**Congestion heat map**

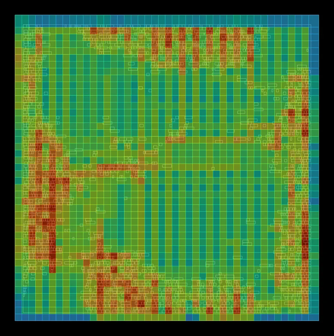
**I/O nets highlighted**

Drawn at 1 px/µm.
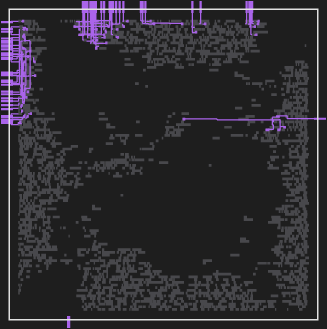
**Wiring by layer**

Drawn at 1 px/µm.
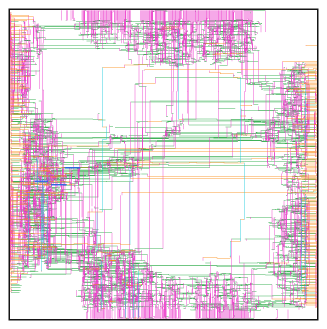
**Pin placement**

Drawn at 1 px/µm. Pins as bars across the die edge, other pins in grey.
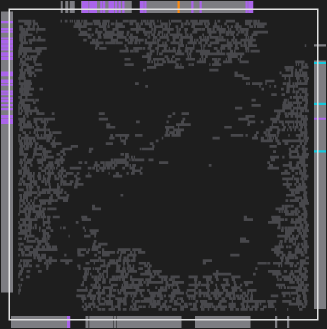
**Register map, names as in the netlist**

Drawn at 1 px/µm. Other sequential cells in the stronger grey, the rest of the logic in the fainter grey.
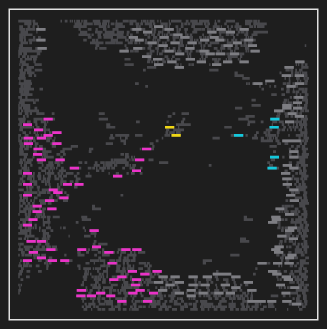
Design clint_trap_ctrl, sky130hd; sources not shown.
==> results.toml <==
# synthesis and place-and-route metrics
[yosys]
synth_async_sr_flop_share_pct = 100
yosys_register_bits = 199
top_logic_kind = "simple AND/OR/NAND/NOR gates"
synth_area_um2 = 12600
synth.top_cell.area_share_pct = 39.5
common_cells = "259 x and2_1, 252 x nand2_1, 199 x dfrtp_1"

[cts]
cts_buffers = 17
clkLatencyLatePin_ns = 0.49
ctsRootBufferMaster = "clkbuf_16"

[timing]
tightest_slew_ns = 0.795
finalCritPeriodShare_pct = 94.8
hold_slack_ns = 0.233
layout_setup_ws_ns = 0.207

[critical_path]
worst_setup_path_start_kind = "input port"
r2r_cells = 8
crit_type = "input port to primary output"

[job]
warnings = 98

[floorplanning]
fp_util_pct = 14.9
core_area_um2 = 84600

[pwr]
finalPower_mw = 18.1
powerDensity_nw_per_um2 = 845

[global_routing]
grt_pass1_wl_um = 92700
grt_pass1_vias = 13528

[route]
drt_iter0_drc = 782

[outcome]
status = "complete, no violations"

[placement]
pre_cts_ws_ns = -0.662
place.detailed.hpwl_um = 51600
dp_cells = 3277

[final_layout]
nets = 2621
Notes on 'congestion heat map' above:
M3 GR Usage: 5.08%
met1 usage: 15.9%
GRT Max-Usage Layer: met2
WL/cell: 19.7 µm

Notes on 'I/O nets highlighted' above:
colour	port	bits	direction	end cells	buffers	wire
purple	`csr_mstatus_i`	64	input	66	63	1820 µm
IO Pins: 786
Port Buffers: 663

Notes on 'wiring by layer' above:
colour	layer	wire length
magenta	met2	30.3 mm
orange	met3	6150 µm
green	met1	27.3 mm
cyan	met4	1370 µm
blue	met5	39.6 µm
overall track demand over capacity in global routing: 13.1%
Post-Route WL: 65200 µm
vias post-DR: 13.1k

Notes on 'pin placement' above:
colour	port	pins	direction	edge
cyan	`irq_i`	3	input	east
purple	`csr_mstatus_i`	64	input	31 north, 30 west, 2 south, 1 east
orange	`mstatus_wen_o`	1	output	north
all pins by edge	215 south, 206 west, 183 east, 182 north
die width: 307 µm
Die Ht: 309 µm

Notes on 'register map, names as in the netlist' above:
colour	name in the netlist	flops
cyan	`cause_q`	5
magenta	`target_q`	64
yellow	`state`	2
not coloured	128
P_seq: 3.38 mW
Util after Layout: 25.3%
Sequential Area: 4980 µm²

==> report_power, final <==
group	switching [mW]	internal (mW)	total, mW
Combinational	9.55	3.32	12.9
Clock	1.02	0.850	1.87
Sequential	0.444	2.93	3.38
Total	11.0	7.10	18.1
==> metrics by stage <==
stage / cell area, µm² / utilization [%] / TNS, ns
4_1_cts: 21400 / 25.3 / 0
6_report: 21400 / 25.3 / 0
3_5_place_dp: 20800 / 24.6 / -18.99
3_3_place_gp: 20800 / 24.6 / -15.72
2_1_floorplan: 12800 / - / 0
5_1_grt: 21400 / 25.3 / 0
==> cell families after synthesis <==
family / Yosys count
AND-OR/OR-AND: 256
XOR/XNOR: 46
flip-flops: 199
adder cells (fa/ha/maj): 9
other: 1
AND/OR/NAND/NOR: 740
multiplexers: 69
buffers and inverters: 186
==> area by class of cell <==
type	instances	area, µm²
antenna	4	10.0
clock buffer	18	429
clock inverter	14	154
fill	9195	63200
inverter	17	63.8
multi-input combinational	1179	6890
sequential	199	4980
tap	1144	1430
timing repair buffer	738	7480
==> timing repair <==
item	4_1_cts	5_1_grt
buffers inserted	0	0
gates resized	1	3
setup endpoints to repair	9	10
hold endpoints to repair	0	0
cloned	0	0
==> critical path, stage by stage <==
cell and delay, ns:
clkdlybuf4s50_1 0.47, a222oi_1 0.40, buf_4 0.18, buf_4 0.14, o21ai_2 0.12, buf_4 0.22
o21ai_0 0.25, nand2_1 0.15, buf_12 0.22
==> metal layers <==
layer	part of all wire [%]	vias to the layer above	track usage, %
met5	0.060	-	0
met4	2.1	6	3.69
met3	9.4	58	5.08
met2	47	571	21.4
li1	-	6288	-
met1	42	6173	15.9
Power and IR drop assume default switching activity.
